==> images/metal_density.png <==
Scale bar: 20 um. 25 x 25 tiles, from dark purple (low) to yellow (high), scaled to the fullest tile. Values are wire area over tile area, all layers added.
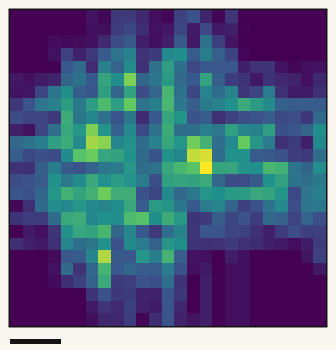
==> images/sizes.png <==
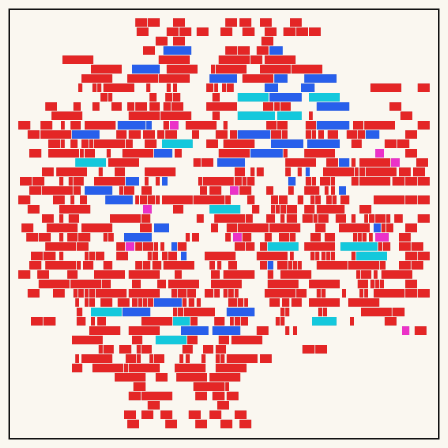
$ cat src/rtl/bomb_placer_if.sv
// bomb_placer_if: control and board-memory signals of the mine-placement engine.
interface bomb_placer_if #(
    parameter int GRID_W = 8,
    parameter int GRID_H = 8,
    parameter int LFSR_W = 8
);
    localparam int CELLS = GRID_W * GRID_H;
    localparam int IDX_W = $clog2(CELLS);
    logic             start;
    logic [IDX_W:0]   num_bombs;
    logic [IDX_W-1:0] safe_idx;
    logic             seed_load;
    logic [LFSR_W-1:0] seed;
    logic             busy;
    logic             done;
    logic             error;
    logic             place_valid;
    logic [IDX_W-1:0] place_idx;
    logic [IDX_W:0]   placed_count;
    logic [CELLS-1:0] bomb_map;
    modport master (
        output start, num_bombs, safe_idx, seed_load, seed,
        input  busy, done, error, place_valid, place_idx, placed_count, bomb_map
    );
    modport slave (
        input  start, num_bombs, safe_idx, seed_load, seed,
        output busy, done, error, place_valid, place_idx, placed_count, bomb_map
    );
endinterface

$ cat src/rtl/bomb_placer.sv
// bomb_placer: places distinct pseudo-random mines on a GRID_W x GRID_H board, never on the safe cell.
module bomb_placer #(
    parameter int GRID_W = 8,
    parameter int GRID_H = 8,
    parameter int LFSR_W = 8,
    parameter logic [LFSR_W-1:0] SEED = '1
) (
    input logic clk,
    input logic rst,
    bomb_placer_if.slave bus
);
    localparam int CELLS = GRID_W * GRID_H;
    localparam int IDX_W = $clog2(CELLS);
    localparam int PAD = 2 ** IDX_W;
    localparam logic [LFSR_W-1:0] SEED_V = (SEED == '0) ? '1 : SEED;

    function automatic logic [15:0] taps(input int w);
        case (w)
            4:  return 16'h000C;
            5:  return 16'h0014;
            6:  return 16'h0030;
            7:  return 16'h0060;
            8:  return 16'h00B8;
            9:  return 16'h0110;
            10: return 16'h0240;
            11: return 16'h0500;
            12: return 16'h0829;
            13: return 16'h100D;
            14: return 16'h2015;
            15: return 16'h6000;
            16: return 16'hD008;
            default: return 16'h0000;
        endcase
    endfunction

    localparam logic [LFSR_W-1:0] TAP = LFSR_W'(taps(LFSR_W));

    // LFSR must be wider than the cell index so every index pattern appears within one period
    generate
        if (LFSR_W < IDX_W + 1 || LFSR_W < 4 || LFSR_W > 16) begin : g_bad_lfsr
            $error("bomb_placer: LFSR_W out of legal range");
        end
    endgenerate

    typedef enum logic {IDLE, PLACE} state_t;
    state_t state, state_n;
    logic [LFSR_W-1:0] lfsr;
    logic [IDX_W:0]    target;
    logic [IDX_W-1:0]  safe_q;
    logic [IDX_W-1:0]  cand;
    logic [PAD-1:0]    map_pad;
    logic accept, last, bad, clr, done_n, error_n;

    assign cand    = lfsr[IDX_W-1:0];
    assign map_pad = PAD'(bus.bomb_map);
    assign accept  = state == PLACE && int'(cand) < CELLS && cand != safe_q && !map_pad[cand];
    assign last    = accept && bus.placed_count + 1'b1 == target;
    assign bad     = int'(bus.num_bombs) > CELLS - 1 || int'(bus.safe_idx) >= CELLS;
    assign bus.busy = state == PLACE;

    always_ff @(posedge clk or posedge rst) begin
        if (rst) state <= IDLE;
        else     state <= state_n;
    end

    always_comb begin
        state_n = state;
        clr     = 1'b0;
        done_n  = 1'b0;
        error_n = 1'b0;
        if (state == IDLE && bus.start) begin
            error_n = bad;
            clr     = !bad;
            done_n  = !bad && bus.num_bombs == '0;
            state_n = (!bad && bus.num_bombs != '0) ? PLACE : IDLE;
        end else if (last) begin
            done_n  = 1'b1;
            state_n = IDLE;
        end
    end

    always_ff @(posedge clk or posedge rst) begin
        if (rst) begin
            lfsr             <= SEED_V;
            target           <= '0;
            safe_q           <= '0;
            bus.done         <= 1'b0;
            bus.error        <= 1'b0;
            bus.place_valid  <= 1'b0;
            bus.place_idx    <= '0;
            bus.placed_count <= '0;
            bus.bomb_map     <= '0;
        end else begin
            lfsr <= (state == IDLE && !bus.start && bus.seed_load) ? (bus.seed == '0 ? '1 : bus.seed)
                                                                    : {lfsr[LFSR_W-2:0], ^(lfsr & TAP)};
            bus.done        <= done_n;
            bus.error       <= error_n;
            bus.place_valid <= accept;
            if (clr) begin
                target           <= bus.num_bombs;
                safe_q           <= bus.safe_idx;
                bus.bomb_map     <= '0;
                bus.placed_count <= '0;
            end else if (accept) begin
                bus.bomb_map     <= bus.bomb_map | (CELLS'(1) << cand);
                bus.place_idx    <= cand;
                bus.placed_count <= bus.placed_count + 1'b1;
            end
        end
    end
endmodule

$ cat src/flat_wrapper.sv
// flat-port wrapper written by rule: the top's interface ports become plain ports
module bomb_placer_flat 
#(
    parameter int GRID_W = 8,
    parameter int GRID_H = 8,
    parameter int LFSR_W = 8,
    parameter logic [LFSR_W-1:0] SEED = '1
)
  (clk, rst, bus_start, bus_num_bombs, bus_safe_idx, bus_seed_load, bus_seed, bus_busy, bus_done, bus_error, bus_place_valid, bus_place_idx, bus_placed_count, bus_bomb_map);
  bomb_placer_if #(.GRID_W(GRID_W), .GRID_H(GRID_H), .LFSR_W(LFSR_W)) bus_i ();
  input logic clk;
  input logic rst;
  input wire logic [$bits(bus_i.start)-1:0] bus_start;
  input wire logic [$bits(bus_i.num_bombs)-1:0] bus_num_bombs;
  input wire logic [$bits(bus_i.safe_idx)-1:0] bus_safe_idx;
  input wire logic [$bits(bus_i.seed_load)-1:0] bus_seed_load;
  input wire logic [$bits(bus_i.seed)-1:0] bus_seed;
  output wire logic [$bits(bus_i.busy)-1:0] bus_busy;
  output wire logic [$bits(bus_i.done)-1:0] bus_done;
  output wire logic [$bits(bus_i.error)-1:0] bus_error;
  output wire logic [$bits(bus_i.place_valid)-1:0] bus_place_valid;
  output wire logic [$bits(bus_i.place_idx)-1:0] bus_place_idx;
  output wire logic [$bits(bus_i.placed_count)-1:0] bus_placed_count;
  output wire logic [$bits(bus_i.bomb_map)-1:0] bus_bomb_map;
  assign bus_i.start = bus_start;
  assign bus_i.num_bombs = bus_num_bombs;
  assign bus_i.safe_idx = bus_safe_idx;
  assign bus_i.seed_load = bus_seed_load;
  assign bus_i.seed = bus_seed;
  assign bus_busy = bus_i.busy;
  assign bus_done = bus_i.done;
  assign bus_error = bus_i.error;
  assign bus_place_valid = bus_i.place_valid;
  assign bus_place_idx = bus_i.place_idx;
  assign bus_placed_count = bus_i.placed_count;
  assign bus_bomb_map = bus_i.bomb_map;
  bomb_placer #(.GRID_W(GRID_W), .GRID_H(GRID_H), .LFSR_W(LFSR_W), .SEED(SEED)) u_core (.clk(clk), .rst(rst), .bus(bus_i));
endmodule
$ cat config.mk
export PLATFORM = sky130hd
export DESIGN_NAME = bomb_placer_flat
export DESIGN_NICKNAME = d
export VERILOG_FILES = /design/src/rtl/bomb_placer_if.sv /design/src/rtl/bomb_placer.sv /design/src/flat_wrapper.sv
export SDC_FILE = /design/constraint.sdc
export NUM_CORES = 1
export LEC_CHECK = 0
export CAP_MARGIN = 40
export CELL_PAD_IN_SITES_DETAIL_PLACEMENT = 0
export CELL_PAD_IN_SITES_GLOBAL_PLACEMENT = 1
export CORE_MARGIN = 2
export CORE_UTILIZATION = 35
export DETAILED_ROUTE_END_ITERATION = 6
export PLACE_DENSITY = 0.81
export SYNTH_ARGS = -nofsm -noshare
export SYNTH_HDL_FRONTEND = slang
export SYNTH_SLANG_ARGS = --single-unit
$ cat constraint.sdc
create_clock -name clk -period 5 [get_ports clk]
set_clock_uncertainty 0.2 [all_clocks]
set_input_delay 1 -clock clk [delete_from_list [all_inputs] [get_ports clk]]
set_output_delay 1 -clock clk [all_outputs]
set_load 0.01 [all_outputs]
==> design notes <==
The run finished with clean final reports. As reported, the later end of the worst-skew pair has a clock insertion delay of 0.35 ns. Time the worst path needs with I/O delays and setup: 3.776 ns. The top metal layer carrying routed signals is met4. The xor and xnor area share after synthesis was 3.364%. Looking at the gate-level netlist, the highest instance count belongs to dfrtp_1. The tools report the tap cell count as 184. Unique cell type count in the Yosys netlist: 52.

The logic area is 2227 um2, and the maximum vdd ir drop is 0.0002388 V. In this run the cell area measured after placement is 6271 um2. The tools report the fmax as 0.2648 GHz. After detailed routing, the met2 layer carries 7.302 mm of wire.

Max-cap violations in this run came to 0. The worst setup path is of the register to register kind. The worst hold slack came out at 0.3001 ns. The met2 routing resource usage after global routing was 31.24%. The number of storage elements in the synthesis netlist is 102, and the global placement routability congestion is 0.8238.

Per the layout area report, the sequential fraction of cell area is 38.90%. After floorplanning, the die was sized to cover 15540 um2. The non-clock buffer contribution to total cell area was 17.59%. The min-delay analysis places its worst path in the category register to register. The final report lists the setup-violating endpoint count as 0.

The part of the cycle the worst path needs is 75.52%. The critical path capture point is u_core.bus.bomb_map[46]. The cell area that synthesis handed to floorplanning was 5096 um2. Per the CTS log, the maximum H-tree level is 3.

The sequential fraction of the synthesis area is 50.28%, and the non-clock inverter total of the final layout is 24. The fraction of cell area in multi-input combinational cells is reported as 33.81%. The tools report the number of flip-flops and latches as 102. The power report puts the leakage power at 2.859 nW.

Excluding fillers, the count of instances in the completed layout stands at 756. With the post-DP HPWL at 10.11 mm, the number of logic stages on the critical path including buffering is 7. The warning total across the stage logs works out to 26. Measured along the y axis, the die boundary spans 124.7 um. Summing the areas of all fa, ha and maj instances in the mapped netlist gives 0.2455% of the synthesized area. With the initial antenna violation count at 0, the cell count in the Yosys report is 482. Hold-check failures listed in the final report amount to 0.

Yosys reports that the most numerous cell types are 94 x dfrtp_1, 49 x nor2_1, 47 x nand2_1, 25 x a41oi_1, 25 x clkbuf_1. The final total negative setup slack is 0 ns. For the worst reg-to-reg path, the endpoint reported by OpenROAD is u_core.bus.bomb_map[46].

The DRC marker count from the first detailed-route iteration is 281. With the buffers inserted during post-CTS setup optimization at 0, the area share of the leading cell type in the synthesized netlist is 46.16%. The tools report the via count of the first global-routing pass as 4435. In the final report, the number of pins over their slew limit comes to 0.

The synthesized design contains 0 enable-type register cells. Biggest cell delay along the critical path: 1.00 ns. Per the post-CTS timing run, clock transition at the registers of the reported paths is 0.07 ns. The signal on the critical path passes through mux4_2, a22o_1, a2111oi_2, and2_1, buf_4, o211ai_1, a21oi_1. The tools report the critical hold path startpoint as u_core.safe_q[5]. Counting the buffers created by CTS gives 9. The clock passes through at most 2 buffers.

For reference, the top cells by area after synthesis are dfrtp_1 46%, mux4_2 6.2%, a41oi_1 4.3%. The iteration count recorded for the first detailed-route pass is 4. According to the floorplan log, the row count is 44. Counting tap cells, the placed design contains a total of 740 instances. Data on the critical path is required at its endpoint by 5.07 ns. With the count of clock tree sinks at 102, the starting density of the core is 35.47%. Share of async-settable or async-resettable flops after synthesis: 100.0%.

Layer with the highest usage: met2. At the placement stage, the worst setup path has a slack of 1.258 ns. The share of the core filled with cells in the final layout is 45.85%. The reg-to-reg setup timing slack is 1.22 ns, and the post-route total power is 4.659 mW. The tools report the number of cells produced by synthesis as 482. Critical-path cell with the highest stage delay: dfstp_2. The tools report the area inside the core boundary as 14370 um2.

Main flop type after synthesis: dfrtp_1. The clock root buffer is clkbuf_16. For this run, the detailed router reports a per-instance via density of 5.537.

According to the cell report, the number of logic gates is 313. In the hold report, the worst path ends at u_core.safe_q[5]. The run gives 7 for the number of cells on the worst reg-to-reg path. The final antenna diode tally reported by the flow is 0. The wire length of the first global-routing pass is 24.49 mm. Port buffering added 105 buffers.

Routed metal-1 wire length: 6.539 mm. Warnings reported by Yosys during synthesis add up to 0. Once detail routing completed, the nets flagged for antenna violations numbered 0. Count of cells resized by post-cts repair: 0.

Setup repair after global routing left no endpoint under its margin. Data on the critical path arrives at its endpoint at 3.85 ns. The fraction of met1 tracks used by global routing came out at 26.92%.
-- metal_density.png (at the start) --
The densest ninth of the die: center. 16% of the tiles are over half the peak. The mean over all tiles is 0.15. The fullest tile reaches 0.59.
mean routed wirelength per cell: 19.81 um
overall routed net length: 14.98 mm
total vias in the final route: 4186
aggregate global-route resource usage: 19.90%

-- sizes.png (at the start) --
Key: cyan = _6 and larger [cells 14, share 2.4%, most used clkbuf_16]; blue = _2 cells [cells 40, share 7.0%, most used mux4_2]; red = _0 and _1 cells [cells 509, share 89%, most used clkdlybuf4s50_1]; magenta = _3 and _4 cells [cells 9, share 1.6%, most used buf_4]
post-route worst setup slack: 1.224 ns
total of plain and repair buffers excluding clock buffers: 117
area growth from synthesis to layout: 29.27%
post-route design area: 6588 um2

## power by group
| group | leakage [nW] | internal, mW | total [mW] | switching [mW] |
|---|---|---|---|---|
| Combinational | 1.37 | 1.11 | 2.23 | 1.12 |
| Sequential | 1.33 | 1.20 | 1.68 | 0.472 |
| Clock | 0.157 | 0.451 | 0.756 | 0.305 |
| Total | 2.86 | 2.76 | 4.66 | 1.89 |
## state kept, by name, summed over array words and instances (netlist names)
register	flops
u_core.bus.bomb_map	64
u_core.lfsr	8
u_core.bus.placed_count	7
u_core.target	7
u_core.bus.place_idx	6
u_core.safe_q	6
u_core.bus.busy	1
u_core.bus.done	1
u_core.bus.error	1
u_core.bus.place_valid	1
Power and IR drop assume default switching activity.
